### src/rtl/mul_div_unit.sv
// Iterative MULT/MULTU/DIV/DIVU/MTHI/MTLO unit with architectural HI/LO, one bit per cycle.
// Signed MULT/DIV support is compiled in only when MDU_SIGNED_EN is defined.
module mul_div_unit #(
  parameter int unsigned WIDTH = 32
) (
  input  logic             clk,
  input  logic             rst,
  input  logic             start,
  input  logic [2:0]       op,
  input  logic [WIDTH-1:0] A,
  input  logic [WIDTH-1:0] B,
  output logic             busy,
  output logic             done,
  output logic             dz,
  output logic [WIDTH-1:0] HI,
  output logic [WIDTH-1:0] LO
);

  localparam int unsigned CNT_W = $clog2(WIDTH) + 1;
  localparam logic [2:0]  OP_MTHI = 3'b100;
  localparam logic [2:0]  OP_MTLO = 3'b101;

  typedef enum logic [1:0] {S_IDLE, S_RUN, S_FIN} state_e;

  state_e             state_q, state_d;
  logic [CNT_W-1:0]   cnt_q, cnt_d;
  logic [WIDTH-1:0]   p_q, p_d;     // product high half / partial remainder
  logic [WIDTH-1:0]   q_q, q_d;     // multiplier / dividend, shifted into low product / quotient
  logic [WIDTH-1:0]   m_q, m_d;     // multiplicand / divisor magnitude
  logic               is_div_q, is_div_d;
  logic               busy_q, busy_d, done_q, done_d, dz_q, dz_d;
  logic [WIDTH-1:0]   hi_q, hi_d, lo_q, lo_d;

  logic               op_mul_c, op_div_c, div_zero_c;
  logic [WIDTH-1:0]   a_mag_c, b_mag_c;
  logic [WIDTH:0]     mul_sum_c, div_rsh_c;
  logic               div_ge_c;
  logic [WIDTH-1:0]   hi_step_c, lo_step_c, hi_res_c, lo_res_c;

  assign op_mul_c   = (op[2:1] == 2'b00);
  assign op_div_c   = (op[2:1] == 2'b01);
  assign div_zero_c = is_div_q && (m_q == '0);

`ifdef MDU_SIGNED_EN
  logic a_neg_q, a_neg_d, b_neg_q, b_neg_d;
  logic a_neg_c, b_neg_c;

  assign a_neg_c = op[0] & A[WIDTH-1];
  assign b_neg_c = op[0] & B[WIDTH-1];
  assign a_mag_c = a_neg_c ? -A : A;
  assign b_mag_c = b_neg_c ? -B : B;
`else
  assign a_mag_c = A;
  assign b_mag_c = B;
`endif

  // One shift-add (multiply) or restoring (divide) step on the current accumulator.
  always_comb begin
    mul_sum_c = {1'b0, p_q} + {1'b0, m_q & {WIDTH{q_q[0]}}};
    div_rsh_c = {p_q, q_q[WIDTH-1]};
    div_ge_c  = (div_rsh_c >= {1'b0, m_q});
    if (is_div_q) begin
      hi_step_c = div_ge_c ? WIDTH'(div_rsh_c - {1'b0, m_q}) : div_rsh_c[WIDTH-1:0];
      lo_step_c = {q_q[WIDTH-2:0], div_ge_c};
    end else begin
      hi_step_c = mul_sum_c[WIDTH:1];
      lo_step_c = {mul_sum_c[0], q_q[WIDTH-1:1]};
    end
  end

  // Final result. For a zero divisor the remainder path ends holding |A|, and
  // re-applying A's sign restores the original A, so only LO needs overriding.
  always_comb begin
    hi_res_c = hi_step_c;
    lo_res_c = lo_step_c;
`ifdef MDU_SIGNED_EN
    if (is_div_q) begin
      if (a_neg_q ^ b_neg_q) lo_res_c = -lo_step_c;
      if (a_neg_q)           hi_res_c = -hi_step_c;
    end else if (a_neg_q ^ b_neg_q) begin
      {hi_res_c, lo_res_c} = -{hi_step_c, lo_step_c};
    end
`endif
    if (div_zero_c) lo_res_c = '1;
  end

  // State register
  always_ff @(posedge clk) begin
    if (rst) state_q <= S_IDLE;
    else     state_q <= state_d;
  end

  // Next-state logic
  always_comb begin
    state_d = state_q;
    case (state_q)
      S_IDLE:  if (start && (op_mul_c || op_div_c)) state_d = S_RUN;
      S_RUN:   if (cnt_q == '0) state_d = S_FIN;
      S_FIN:   state_d = S_IDLE;
      default: state_d = S_IDLE;
    endcase
  end

  // Output and datapath next values
  always_comb begin
    cnt_d    = cnt_q;
    p_d      = p_q;
    q_d      = q_q;
    m_d      = m_q;
    is_div_d = is_div_q;
    busy_d   = busy_q;
    done_d   = 1'b0;
    dz_d     = dz_q;
    hi_d     = hi_q;
    lo_d     = lo_q;
`ifdef MDU_SIGNED_EN
    a_neg_d  = a_neg_q;
    b_neg_d  = b_neg_q;
`endif
    case (state_q)
      S_IDLE: begin
        if (start) begin
          if (op_mul_c || op_div_c) begin
            cnt_d    = CNT_W'(WIDTH - 1);
            p_d      = '0;
            q_d      = op_div_c ? a_mag_c : b_mag_c;
            m_d      = op_div_c ? b_mag_c : a_mag_c;
            is_div_d = op_div_c;
            busy_d   = 1'b1;
            dz_d     = 1'b0;
`ifdef MDU_SIGNED_EN
            a_neg_d  = a_neg_c;
            b_neg_d  = b_neg_c;
`endif
          end else if (op == OP_MTHI) begin
            hi_d = A;
          end else if (op == OP_MTLO) begin
            lo_d = A;
          end
        end
      end
      S_RUN: begin
        cnt_d = cnt_q - CNT_W'(1);
        p_d   = hi_step_c;
        q_d   = lo_step_c;
        if (cnt_q == '0) begin
          hi_d   = hi_res_c;
          lo_d   = lo_res_c;
          done_d = 1'b1;
          dz_d   = div_zero_c;
        end
      end
      S_FIN: busy_d = 1'b0;
      default: busy_d = 1'b0;
    endcase
  end

  // Datapath and output registers
  always_ff @(posedge clk) begin
    if (rst) begin
      cnt_q    <= '0;
      p_q      <= '0;
      q_q      <= '0;
      m_q      <= '0;
      is_div_q <= 1'b0;
      busy_q   <= 1'b0;
      done_q   <= 1'b0;
      dz_q     <= 1'b0;
      hi_q     <= '0;
      lo_q     <= '0;
`ifdef MDU_SIGNED_EN
      a_neg_q  <= 1'b0;
      b_neg_q  <= 1'b0;
`endif
    end else begin
      cnt_q    <= cnt_d;
      p_q      <= p_d;
      q_q      <= q_d;
      m_q      <= m_d;
      is_div_q <= is_div_d;
      busy_q   <= busy_d;
      done_q   <= done_d;
      dz_q     <= dz_d;
      hi_q     <= hi_d;
      lo_q     <= lo_d;
`ifdef MDU_SIGNED_EN
      a_neg_q  <= a_neg_d;
      b_neg_q  <= b_neg_d;
`endif
    end
  end

  assign busy = busy_q;
  assign done = done_q;
  assign dz   = dz_q;
  assign HI   = hi_q;
  assign LO   = lo_q;

endmodule

### config.mk
export PLATFORM = sky130hd
export DESIGN_NAME = mul_div_unit
export DESIGN_NICKNAME = d
export VERILOG_FILES = /design/src/rtl/mul_div_unit.sv
export SDC_FILE = /design/constraint.sdc
export NUM_CORES = 1
export LEC_CHECK = 0
export ABC_AREA = 1
export CORE_ASPECT_RATIO = 2
export CORE_MARGIN = 1
export CORE_UTILIZATION = 30
export DETAILED_ROUTE_END_ITERATION = 10
export GPL_ROUTABILITY_DRIVEN = 1
export PLACE_DENSITY = 0.54
export RECOVER_POWER = 50
export SLEW_MARGIN = 25
export SYNTH_ARGS = -nofsm -noshare
export SYNTH_HDL_FRONTEND = slang
export SYNTH_SLANG_ARGS = --single-unit
### constraint.sdc
create_clock -name clk -period 2.95 [get_ports clk]
set_input_delay 0.295 -clock clk [delete_from_list [all_inputs] [get_ports clk]]
set_output_delay 0.295 -clock clk [all_outputs]
set_load 0.02 [all_outputs]
Run 1, power grid:
Pins as bars on the die edge. Tap cells in grey.
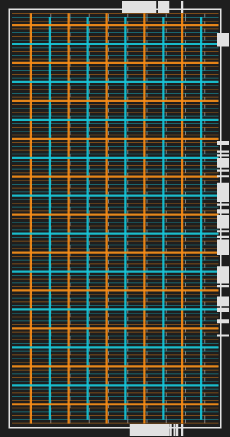
| colour | net |
|---|---|
| orange | VSS |
| cyan | VDD |
met4 straps: 10
signal pins: 137
placeable core region: 43,500 µm²
maximum VDD drop: 0.472 mV

Run 1, placed cells, one colour a class:
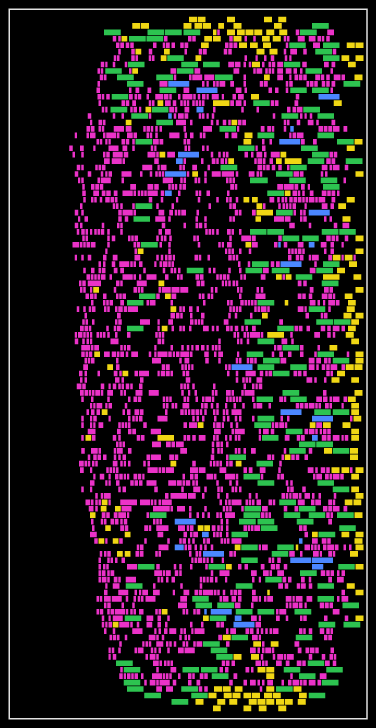
| colour | class | cells | share of their area |
|---|---|---|---|
| yellow | remaining buffers and delay cells | 205 | 13% |
| green | registers | 172 | 22% |
| blue | clock drivers and dummy loads | 31 | 3.5% |
| magenta | remaining logic cells | 1,878 | 61% |
final cell utilization of the core: 36.9%
register share of the cell area: 21.5%

Run 1, clock distribution:
Bar = 50 µm.
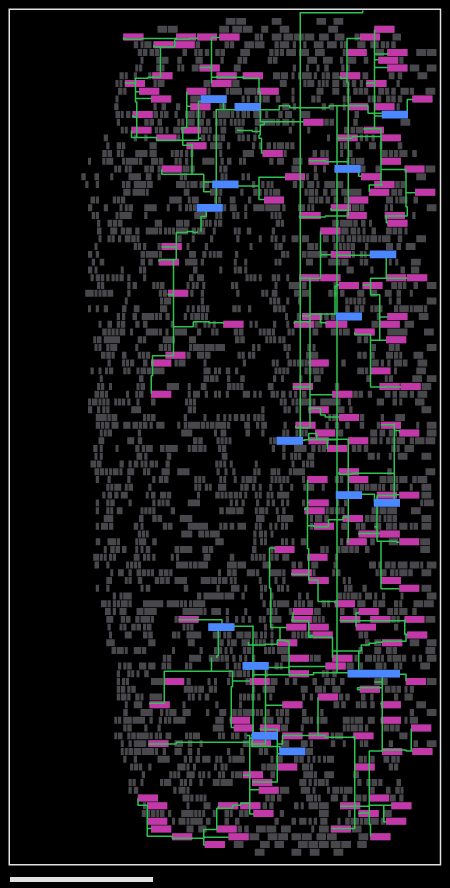
[green] clock wires | length: 2,650 µm
[magenta] flip-flops | count: 172
[blue] clock-net drivers | count: 17
routed clock nets: 18
part of the total power dissipated in the clock network: 30.5%
later-pin clock latency in the skew report: 460 ps

==> results.cfg, run 1 <==
; synthesis and place-and-route metrics
[worst_setup_path]
r2r_cells = 12
critPathTopFamily = AND-OR/OR-AND gates
crit_path_frequent_cell = a21oi_1
timing.critical_path.fanout_max = 34
r2r_end = p_q[14]$_SDFFE_PP0P_
critical-path-slowest-cell = dfxtp_1
critical_path.cell_chain = buf_12 -> nand2_1 -> inv_1 -> ha_1 -> a21oi_1 -> o21ai_0 -> a21oi_1 -> nand2_2 -> o21ai_0 -> nand3_1 -> nand2_1 -> a21oi_1
crit_arrival_ps = 3150
cp-start-kind = flop

[logic_synthesis]
synth.avg_cell_area_um2 = 6.14
synth_stat.cells = 2157
postSynth.topFlopCell = dfxtp_1
simple_gate_portion_of_the_synthesized_area_pct = 29.4
netlist_instances = 2157
synthTopLogicFamily = simple AND/OR/NAND/NOR gates
yosys-top-cells-area = dfxtp_1 (26%), nand2_1 (16%), inv_1 (9.4%)
area_of_the_mapped_netlist_um2 = 13200
mux_area_share_pct = 0
synth-edff-count = 0

[drt]
via_count = 14900
drt-wirelength-per-cell_um = 20.6
via_per_instance_ratio = 5.27
route.final.wire_length_um = 58400
wl_met2_um = 31000
antenna_violating_nets_post_route = 0
wl_met3_um = 2080

[clocking]
postCtsResizedCells = 3
cts_htree_levels = 4
cts.root.buffer_cell = clkbuf_16
cts_hold_repair.buffers = 0
tritoncts = built

[run]
log.warning_count = 30

[final_layout]
num_antenna_cells = 0
layout.non_clock_buffers = 205
final_clock_cell_share_pct = 3.32
nClkBuffers = 20
final_net_count = 2412
syn2layout_area_growth_pct = 21.1
layout.comb_gates.multi_input = 1544
drive_gt1_share_pct = 7.31
comb-cell-share_pct = 51.0
layout.non_clock_inverters = 334

[global_route]
global_route.usage.met1_pct = 27.4
grt_first_pass_wirelength_um = 87900
grt_remaining_overflow = 0
grt_antenna_before_repair = 0
busiest_layer = met2
grtUsageMet2_pct = 49.5

[final_timing]
max_slew_margin_pct = 11.4
fin_worst_skew_ps = 10.8
max_freq_ghz = 0.351
final.period_utilization_pct = 96.7
setup-violations-final = 0
worstMarginPinSlew_ps = 1330
final_period_minus_worst_setup_slack_ps = 2850
rsz0062_at_grt = true
timing_hold_violations_final = 0

[die]
tapcell.inserted = 550
die_area_um2 = 45000
die_width_um = 151
rows = 108
die_outline_height_um = 299
io-pin-count = 137

[place]
dpl_cell_area_um2 = 15400
portBuffers = 136

[power_and_ir_drop]
power_per_cell_area_nw_per_um2 = 443

[min_path]
holdPathStages = 4
holdPathEnd = q_q[27]$_SDFFE_PP0P_

[status]
run_status = complete, no violations
[run 1: power by group]
group          internal (mW)  total [mW]  switching (mW)
registers               2.52        2.66           0.140
logic                  0.764        2.28            1.52
clock network           1.11        2.17            1.06
total                   4.39        7.11            2.72
[run 1: worst register-to-register path, cell delays in order (launching register included)]
cell     delay (ps)
dfxtp_1         360
buf_12          210
nand2_1         100
inv_1            80
ha_1            290
a21oi_1         260
o21ai_0         270
a21oi_1         260
nand2_2         180
o21ai_0         310
nand3_1         170
nand2_1         120
a21oi_1          80
[run 1: worst max-delay path by stage]
stage / startpoint / end / slack (ps) / cells after the start
6_report: q_q[0]$_SDFFE_PP0P_ / p_q[14]$_SDFFE_PP0P_ / 100 / 12
2_1_floorplan: q_q[0]$_SDFFE_PP0P_ / p_q[29]$_SDFFE_PP0P_ / 500 / 19
3_3_place_gp: m_q[22]$_SDFFE_PP0P_ / p_q[4]$_SDFFE_PP0P_ / -100 / 11
5_1_grt: q_q[0]$_SDFFE_PP0P_ / p_q[28]$_SDFFE_PP0P_ / -50 / 18
3_5_place_dp: m_q[22]$_SDFFE_PP0P_ / p_q[3]$_SDFFE_PP0P_ / -60 / 11
4_1_cts: q_q[0]$_SDFFE_PP0P_ / p_q[17]$_SDFFE_PP0P_ / 9 / 15
[run 1: through the flow]
| step | cells | hold slack (ps) | power [mW] | setup TNS [ps] | worst slack (ps) |
|---|---|---|---|---|---|
| floorplan | 2157 | 445 | 4.07 | 0 | 496 |
| global placement | 2804 | 455 | 5.00 | -1830 | -103 |
| detailed placement | 2804 | 455 | 5.00 | -668 | -59.9 |
| CTS | 2836 | 408 | 7.18 | 0 | 9.30 |
| global route | 2836 | 467 | 7.46 | -319 | -54.3 |
| finish | 2836 | 437 | 7.11 | 0 | 98.2 |
==> run 1 -> run 2 <==
--- a/config.mk
+++ b/config.mk
@@ -9,6 +9,7 @@
 export CORE_ASPECT_RATIO = 2
 export CORE_MARGIN = 1
 export CORE_UTILIZATION = 30
+export CTS_BUF_LIST = sky130_fd_sc_hd__clkbuf_8 sky130_fd_sc_hd__clkbuf_16
 export DETAILED_ROUTE_END_ITERATION = 10
 export GPL_ROUTABILITY_DRIVEN = 1
 export PLACE_DENSITY = 0.54
==> results.cfg, run 2 <==
; synthesis and place-and-route metrics
[final_layout]
drive_gt1_share_pct = 7.31
comb-cell-share_pct = 51.0
layout.non_clock_inverters = 334
finish.cell_count_without_fillers = 2836
final_net_count = 2412
finish.utilization_pct = 36.9
num_antenna_cells = 0
syn2layout_area_growth_pct = 21.1
layout.comb_gates.multi_input = 1544
final_clock_cell_share_pct = 3.32

[die]
die_width_um = 151
tapcell.inserted = 550
rows = 108
io-pin-count = 137

[power_and_ir_drop]
ir_drop_mv = 0.472
seq_power_share_pct = 37.5
comb_power_mw = 2.28
power_per_cell_area_nw_per_um2 = 443
internal_power_mw = 4.39
power_sequential_mw = 2.66
net-switching-power_mw = 2.71

[worst_setup_path]
timing.critical_path.fanout_max = 40
critPathTopFamily = buffers and inverters
r2r_end = p_q[14]$_SDFFE_PP0P_
critical_path.cell_chain = dlygate4sd3_1 -> inv_1 -> nand2_1 -> clkbuf_2 -> buf_4 -> nor2_1 -> a211oi_1 -> a211oi_1
cp-start-kind = input pin
worst_setup_path_startpoint = op[2]
critical-path-slowest-cell = clkbuf_2
critical_path_cell_count = 8
crit_path_frequent_cell = a211oi_1
crit_arrival_ps = 3140

[drt]
wl_met2_um = 31000
via_per_instance_ratio = 5.27
route.final.wire_length_um = 58400
wl_met3_um = 2080
via_count = 15000

[run]
log.warning_count = 30

[logic_synthesis]
postSynth.topFlopCell = dfxtp_1
synth.avg_cell_area_um2 = 6.14
area_of_the_mapped_netlist_um2 = 13200

[clocking]
cts_htree_levels = 4
cts.root.buffer_cell = clkbuf_16
cts_hold_repair.buffers = 0
tritoncts = built

[place]
portBuffers = 136
dpl_cell_area_um2 = 15400
placedCellCount = 2804

[final_timing]
max_slew_margin_pct = 11.5
fin_worst_skew_ps = 10.3
setup-violations-final = 0
max_freq_ghz = 0.351
hold_ws_ps = 434
rsz0062_at_grt = true
final.period_utilization_pct = 96.6
worstMarginPinSlew_ps = 1330
final_period_minus_worst_setup_slack_ps = 2850
timing_hold_violations_final = 0
sum_of_negative_setup_slack_ps = 0

[global_route]
grt_first_pass_wirelength_um = 87900
busiest_layer = met2
grt_remaining_overflow = 0

[status]
run_status = complete, no violations
==> run 2: cell counts after synthesis <==
Identical to the previous run, type by type.
==> run 2: what timing repair did <==
action                     4_1_cts  5_1_grt
pin swaps                        1        0
resized                          3       28
setup endpoints to repair       50       64
setup buffers                    1        0
==> run 2: worst register-to-register path, delay by kind of cell, from the launching register on <==
| family | cells | cell delay (ps) |
|---|---|---|
| AOI/OAI and AO/OA | 5 | 1170 |
| adders and majority gates | 1 | 280 |
| buffers and inverters | 2 | 290 |
| DFF | 1 | 360 |
| and+or+nand+nor | 4 | 560 |
==> run 2: cell families (layout without fill, tap and decap cells) <==
logic type / after synthesis / after routing / share of synthesized area, %
AND/OR/NAND/NOR: 913 / 913 / 29.4
AND-OR/OR-AND: 546 / 546 / 23.8
buffers and inverters: 441 / 570 / 13.0
flip-flops: 172 / 172 / 26.0
adder cells (fa/ha/maj): 68 / 68 / 6.54
XOR/XNOR: 17 / 17 / 1.12
==> run 2: stage by stage <==
stage	power [mW]	setup slack, ps
after CTS	7.18	9.27
after detailed placement	5.00	-59.9
after global placement	5.00	-103
after global routing	7.45	-54.6
after floorplan	4.07	496
final	7.10	99.0
==> run 2: how the worst min path moves through the flow <==
stage / slack (ps) / from / cells past startpoint / to
2_1_floorplan: 450 / cnt_q[5]$_SDFFE_PP0P_ / 2 / cnt_q[5]$_SDFFE_PP0P_
3_3_place_gp: 450 / busy$_SDFFE_PP0P_ / 2 / busy$_SDFFE_PP0P_
3_5_place_dp: 460 / busy$_SDFFE_PP0P_ / 2 / busy$_SDFFE_PP0P_
4_1_cts: 410 / rst / 4 / q_q[28]$_SDFFE_PP0P_
5_1_grt: 470 / rst / 4 / q_q[26]$_SDFFE_PP0P_
6_report: 430 / rst / 4 / q_q[27]$_SDFFE_PP0P_
Run 2, clock distribution:
Bar = 50 µm.
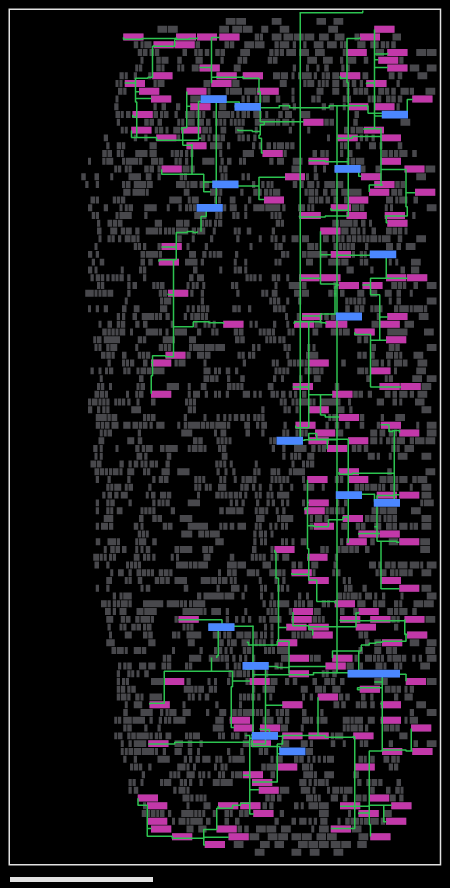
total clock network power: 2.16 mW
part of the total power dissipated in the clock network: 30.4%

Run 2, track usage over the die:
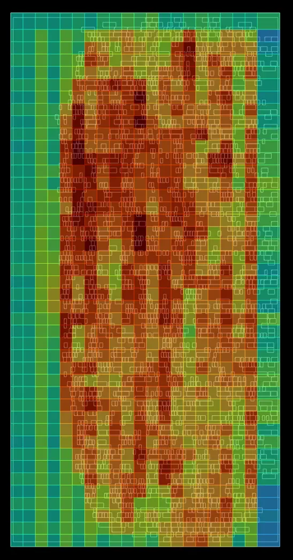
met3 GRT Util: 2.10%
GR Util All Layers: 26.1%
met1 capacity usage during global routing: 27.4%
GR met2 Demand/Resource: 49.5%
routed length per placed instance: 20.6 µm

Power is estimated from default activity; no workload was simulated.
